## src/rtl/im_load_ctrl.sv

```systemverilog
// Instruction-memory load sequencer: passes CPU fetches through when idle and packs loader bytes into IM words.
// Optional end-of-session checksum byte enabled by defining IM_LOAD_CHECKSUM_EN.
module im_load_ctrl #(
    parameter int          ADDR_W   = 8,
    parameter logic [31:0] NOP_WORD = 32'h0000_0000
) (
    input  logic              i_clk,
    input  logic              i_rst_n,
    input  logic              i_load_start,
    input  logic [ADDR_W-1:0] i_load_base,
    input  logic [ADDR_W:0]   i_load_len,
    input  logic              i_byte_valid,
    input  logic [7:0]        i_byte_data,
    output logic              o_byte_ready,
    input  logic [31:0]       i_cpu_addr,
    output logic [31:0]       o_cpu_data,
    output logic              o_cpu_stall,
    output logic [ADDR_W-1:0] o_im_raddr,
    input  logic [31:0]       i_im_rdata,
    output logic              o_im_we,
    output logic [ADDR_W-1:0] o_im_waddr,
    output logic [31:0]       o_im_wdata,
    output logic              o_busy,
    output logic              o_done,
    output logic              o_err
);

`ifdef IM_LOAD_CHECKSUM_EN
    typedef enum logic [2:0] {S_IDLE, S_COLLECT, S_WRITE, S_CHECK, S_DONE} state_t;
`else
    typedef enum logic [2:0] {S_IDLE, S_COLLECT, S_WRITE, S_DONE} state_t;
`endif

    state_t            r_state;
    logic [ADDR_W-1:0] r_base;
    logic [ADDR_W:0]   r_len;
    logic [ADDR_W:0]   r_word_cnt;
    logic [1:0]        r_byte_cnt;
    logic [23:0]       r_word;
    logic              r_byte_ready;
    logic              r_im_we;
    logic [ADDR_W-1:0] r_im_waddr;
    logic [31:0]       r_im_wdata;
    logic              r_busy;
    logic              r_done;
    logic              w_xfer;
    logic              w_last_word;
    logic              w_unused_addr;

`ifdef IM_LOAD_CHECKSUM_EN
    logic [7:0]        r_sum;
    logic              r_err;

    function automatic logic [7:0] f_sum_add(input logic [7:0] sum, input logic [7:0] data);
        return sum + data;
    endfunction
`endif

    assign w_xfer        = i_byte_valid && r_byte_ready;
    assign w_last_word   = (r_word_cnt == (r_len - (ADDR_W+1)'(1)));
    assign w_unused_addr = ^{i_cpu_addr[31:ADDR_W+2], i_cpu_addr[1:0]};

    assign o_im_raddr   = i_cpu_addr[ADDR_W+1:2];
    assign o_cpu_data   = r_busy ? NOP_WORD : i_im_rdata;
    assign o_cpu_stall  = r_busy;
    assign o_byte_ready = r_byte_ready;
    assign o_im_we      = r_im_we;
    assign o_im_waddr   = r_im_waddr;
    assign o_im_wdata   = r_im_wdata;
    assign o_busy       = r_busy;
    assign o_done       = r_done;
`ifdef IM_LOAD_CHECKSUM_EN
    assign o_err        = r_err;
`else
    assign o_err        = 1'b0;
`endif

    // Session FSM with all handshake and IM write outputs registered
    always_ff @(posedge i_clk) begin
        if (!i_rst_n) begin
            r_state      <= S_IDLE;
            r_base       <= '0;
            r_len        <= '0;
            r_word_cnt   <= '0;
            r_byte_cnt   <= 2'd0;
            r_word       <= 24'd0;
            r_byte_ready <= 1'b0;
            r_im_we      <= 1'b0;
            r_im_waddr   <= '0;
            r_im_wdata   <= 32'd0;
            r_busy       <= 1'b0;
            r_done       <= 1'b0;
`ifdef IM_LOAD_CHECKSUM_EN
            r_sum        <= 8'd0;
            r_err        <= 1'b0;
`endif
        end else begin
            case (r_state)
                S_IDLE: begin
                    // A zero-length request never opens a session
                    if (i_load_start && (i_load_len != '0)) begin
                        r_state      <= S_COLLECT;
                        r_base       <= i_load_base;
                        r_len        <= i_load_len;
                        r_word_cnt   <= '0;
                        r_byte_cnt   <= 2'd0;
                        r_byte_ready <= 1'b1;
                        r_busy       <= 1'b1;
`ifdef IM_LOAD_CHECKSUM_EN
                        r_sum        <= 8'd0;
                        r_err        <= 1'b0;
`endif
                    end
                end
                S_COLLECT: begin
                    if (w_xfer) begin
                        r_word     <= {r_word[15:0], i_byte_data};
                        r_byte_cnt <= r_byte_cnt + 2'd1;
`ifdef IM_LOAD_CHECKSUM_EN
                        r_sum      <= f_sum_add(r_sum, i_byte_data);
`endif
                        if (r_byte_cnt == 2'd3) begin
                            r_state      <= S_WRITE;
                            r_byte_ready <= 1'b0;
                            r_im_we      <= 1'b1;
                            r_im_waddr   <= r_base + r_word_cnt[ADDR_W-1:0];
                            r_im_wdata   <= {r_word, i_byte_data};
                        end
                    end
                end
                S_WRITE: begin
                    r_im_we <= 1'b0;
                    if (w_last_word) begin
`ifdef IM_LOAD_CHECKSUM_EN
                        r_state      <= S_CHECK;
                        r_byte_ready <= 1'b1;
`else
                        r_state      <= S_DONE;
                        r_done       <= 1'b1;
`endif
                    end else begin
                        r_state      <= S_COLLECT;
                        r_word_cnt   <= r_word_cnt + (ADDR_W+1)'(1);
                        r_byte_ready <= 1'b1;
                    end
                end
`ifdef IM_LOAD_CHECKSUM_EN
                S_CHECK: begin
                    if (w_xfer) begin
                        r_err        <= (i_byte_data != r_sum);
                        r_byte_ready <= 1'b0;
                        r_done       <= 1'b1;
                        r_state      <= S_DONE;
                    end
                end
`endif
                S_DONE: begin
                    r_done  <= 1'b0;
                    r_busy  <= 1'b0;
                    r_state <= S_IDLE;
                end
                default: begin
                    r_state      <= S_IDLE;
                    r_byte_ready <= 1'b0;
                    r_im_we      <= 1'b0;
                    r_busy       <= 1'b0;
                    r_done       <= 1'b0;
                end
            endcase
        end
    end

endmodule

```

## config.mk

```make
export PLATFORM = sky130hd
export DESIGN_NAME = im_load_ctrl
export DESIGN_NICKNAME = d
export VERILOG_FILES = /design/src/rtl/im_load_ctrl.sv
export SDC_FILE = /design/constraint.sdc
export NUM_CORES = 1
export LEC_CHECK = 0
export CAP_MARGIN = 20
export CORE_MARGIN = 2
export CORE_UTILIZATION = 40
export CTS_CLUSTER_DIAMETER = 30
export DETAILED_ROUTE_END_ITERATION = 10
export PLACE_DENSITY = 0.83
export SYNTH_ARGS = -nofsm -noshare
export SYNTH_HDL_FRONTEND = slang
export SYNTH_SLANG_ARGS = --single-unit
```

## constraint.sdc

```tcl
create_clock -name i_clk -period 2.29 [get_ports i_clk]
set_clock_uncertainty 0.2 [all_clocks]
set_input_delay 0.458 -clock i_clk [delete_from_list [all_inputs] [get_ports i_clk]]
set_output_delay 0.458 -clock i_clk [all_outputs]
set_load 0.005 [all_outputs]
```

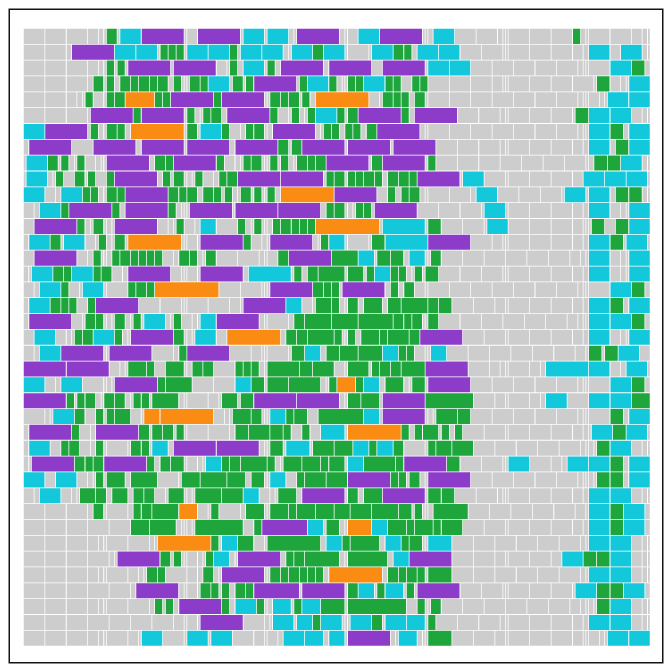
run_1/cell_classes.png
Fill, decap, tap and diode cells in gray.
[flip-flops] purple | cells: 98 | share of their area: 30%
[all other logic] green | cells: 453 | share of their area: 39%
[clock drivers and dummy loads] orange | cells: 16 | share of their area: 5.1%
[other buffers and delay cells] cyan | cells: 175 | share of their area: 26%

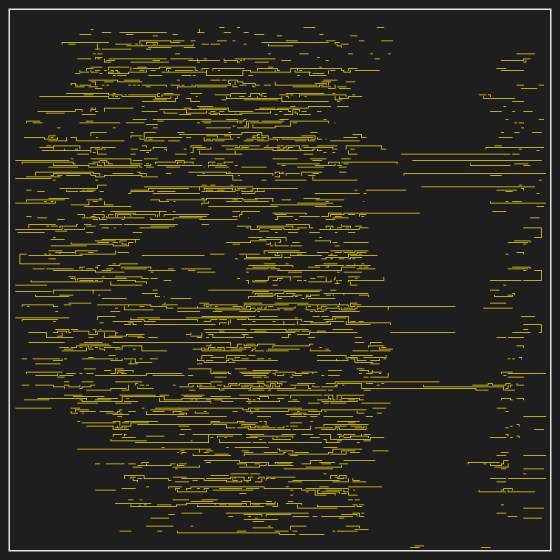
run_1/met1.png
nets with wire on the layer: 721
wire length on this layer: 5380 um
longest straight run: 29.4 um
main direction: horizontal
share of all routed wire: 42%

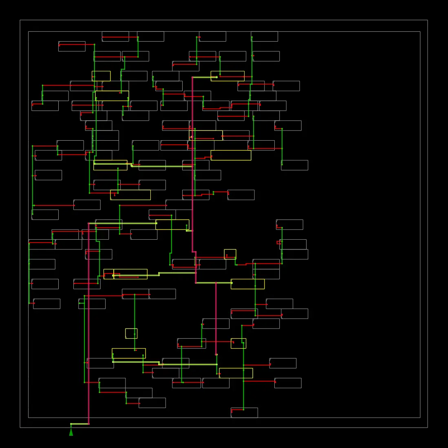
run_1/final_clocks.png
Clock Latency Late Sink: 340 ps
clk sinks: 98
# clk buffers: 10
clock group power: 1.68 mW
TritonCTS buffer count: 9

==> impl_metrics.ini, run 1 <==
; implementation run metrics
[status]
status = finished, violations left
violations = negative setup slack

[cells_and_area]
largest_register_ffs = 32
num-nonclk-inverters = 14
layout_top_cell = nand2_1
final_cells = 885
fin_util_pct = 59.4
fin_area_mm2 = 0.00678
syn_to_final_growth_pct = 45.5
layout.area.comb_mm2 = 0.00254
nets = 846
seq_share_pct = 29.0
flop-count = 98
buffer_area_share_pct = 25.2
lay_top_cells = 168 x nand2_1, 130 x clkdlybuf4s50_1, 96 x dfxtp_1
drive_above_1_share_pct = 12.4

[synth]
yosysWarnings = 0
ys_types = 59
yosysTopAreaCell = dfxtp_1
yosysTopAreaCellShare_pct = 42.1
simple_gate_area_share_pct = 27.2
edf_count = 0
postSynthAreaPerCell_um2 = 7.82
logic_family = simple AND/OR/NAND/NOR gates
ys_seq_share_pct = 42.1
most_common_cell = nand2_1
async_flop_share_pct = 0
ys_sh_mux_pct = 1.13
synth.yosys.num_cells = 596
top_cells_by_count = 170 x nand2_1, 98 x dfxtp_1, 92 x a21oi_1
yosys-top-cells-area = dfxtp_1 42%, nand2_1 14%, a21oi_1 9.9%
netlist_area_mm2 = 0.00466
synth-seq-cells = 98

[min_path]
min_from = o_im_wdata[29]
hold_path_class = flop to flop

[grt]
grt_pass1_wl_um = 20900
top_usage_layer = met2
antenna_found_initial = 0
met3_usage_pct = 5.66
grt_pass1_vias = 4501

[routing]
wl_per_cell_um = 14.4
met3_length_um = 903
wl_met2_um = 6130
top_layer = met4
first_iter_violations = 394
drc = 0
first_pass_iters = 5

[power_and_ir_drop]
power_switching_share_pct = 30.0
pg_comb_mw = 1.78
p_leak_nw = 2.53
p_int_mw = 3.74
p_total_mw = 5.35

[critical_path]
path_delay_family = simple AND/OR/NAND/NOR gates
critical_path_buf_inv_count = 3
crit_end = r_word_cnt[4]
cpPeakStageDelay_ps = 520
r2r-start = r_len[1]
rr_endpoint = r_word_cnt[4]
crit_cells = 10
critical_path_class = input pin to flop
startpoint = i_load_len[1]
reg2reg_slack_ps = -30

[cts]
post_cts_resized = 22
tritoncts = done
path_clk_slew_ps = 70
cts_root_buf = clkbuf_16
ctsHtreeMaxLevel = 3

[place]
place_area_mm2 = 0.00631
io_buffers = 137
place_inst = 866

[final_timing]
finalSetupViolCount = 1
finalSetupTns_ps = -31.5
hold_viol_final = 0
setup_ws_ps = -31.5
rsz0062_at_grt = true
drv_slew = 0

[floorplanning]
nWellTaps = 143
die_area_mm2 = 0.0125
initCoreUtil_pct = 40.8
fp.coreArea_mm2 = 0.0114
die-height_um = 112
io_pins = 179
num_rows = 39

[run]
maxCapViolCount = 0
run_1/wire_density.png
Scale bar: 20 um. 22 x 22 tiles, from dark blue (low) to red (high), scaled to the fullest tile. Values are wire area over tile area, all layers added.
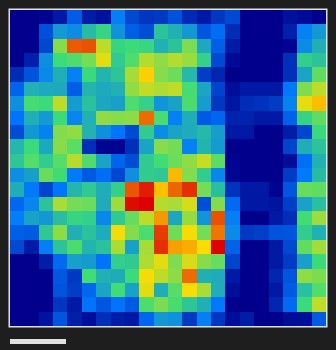

==> run 2, diff against run 1 <==
--- a/config.mk
+++ b/config.mk
@@ -6,6 +6,7 @@
 export NUM_CORES = 1
 export LEC_CHECK = 0
 export CAP_MARGIN = 20
+export CORE_ASPECT_RATIO = 0.9
 export CORE_MARGIN = 2
 export CORE_UTILIZATION = 40
 export CTS_CLUSTER_DIAMETER = 30
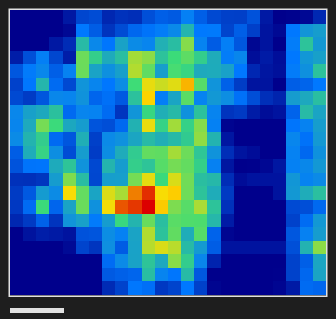
run_2/wire_density.png
Scale bar: 20 um. 24 x 21 tiles, from dark blue (low) to red (high), scaled to the fullest tile. Values are wire area over tile area, all layers added.
fullest tile: 0.69
nearly empty tiles: 19%
mean over tiles: 0.18
emptiest ninth of the die: bottom right
densest ninth of the die: middle
tiles over half the peak: 13%

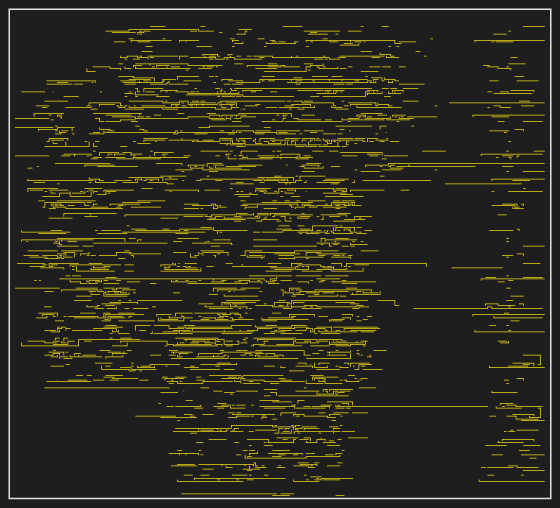
run_2/met1.png
share of all routed wire: 41%
longest straight run: 44.6 um
wire length on this layer: 5520 um
main direction: horizontal

==> run 2 against run 1 <==
Effect of this change: the flow still finishes with violations (negative setup slack); area after synthesis unchanged; first-iteration DRC count down 28%; register-to-register slack about the same; utilization up 0.78 points.
==> impl_metrics.ini, run 2 <==
; implementation run metrics
[final_timing]
finalSetupViolCount = 4
hold_viol_final = 0
setup_ws_ps = -38.4
rsz0062_at_grt = true

[synth]
logic_family = simple AND/OR/NAND/NOR gates
yosys-top-cells-area = dfxtp_1 42%, nand2_1 14%, a21oi_1 9.9%
netlist_area_mm2 = 0.00466
postSynthAreaPerCell_um2 = 7.82
async_flop_share_pct = 0
ys_sh_mux_pct = 1.13
top_cells_by_count = 170 x nand2_1, 98 x dfxtp_1, 92 x a21oi_1

[status]
violations = negative setup slack
status = finished, violations left

[cts]
cts_root_buf = clkbuf_16
post_cts_resized = 24
cts_inserted_buffers = 9
clock_latency_ps = 350
cts.sinks = 98

[power_and_ir_drop]
p_leak_nw = 2.58
powerClk_mw = 1.49
p_total_mw = 5.23

[place]
place_area_mm2 = 0.00636
place_inst = 881
io_buffers = 137

[grt]
grt_pass1_vias = 4405
top_usage_layer = met2
met3_usage_pct = 5.74

[cells_and_area]
layout.area.comb_mm2 = 0.00260
syn_to_final_growth_pct = 47.0
flop-count = 98
fin_area_mm2 = 0.00686
lay_top_cells = 169 x nand2_1, 128 x clkdlybuf4s50_1, 95 x dfxtp_1
fin_util_pct = 60.2
num-nonclk-inverters = 14
final_cells = 902
layout_top_cell = nand2_1
largest_register_ffs = 32

[min_path]
min_from = i_load_len[1]
hold_path_class = input pin to flop

[floorplanning]
die_area_mm2 = 0.0125
initCoreUtil_pct = 40.9
fp.coreArea_mm2 = 0.0114

[routing]
wl_per_cell_um = 15.0

[critical_path]
rr_endpoint = r_word_cnt[7]
r2r-start = r_len[0]
Power is estimated from default activity; no workload was simulated.
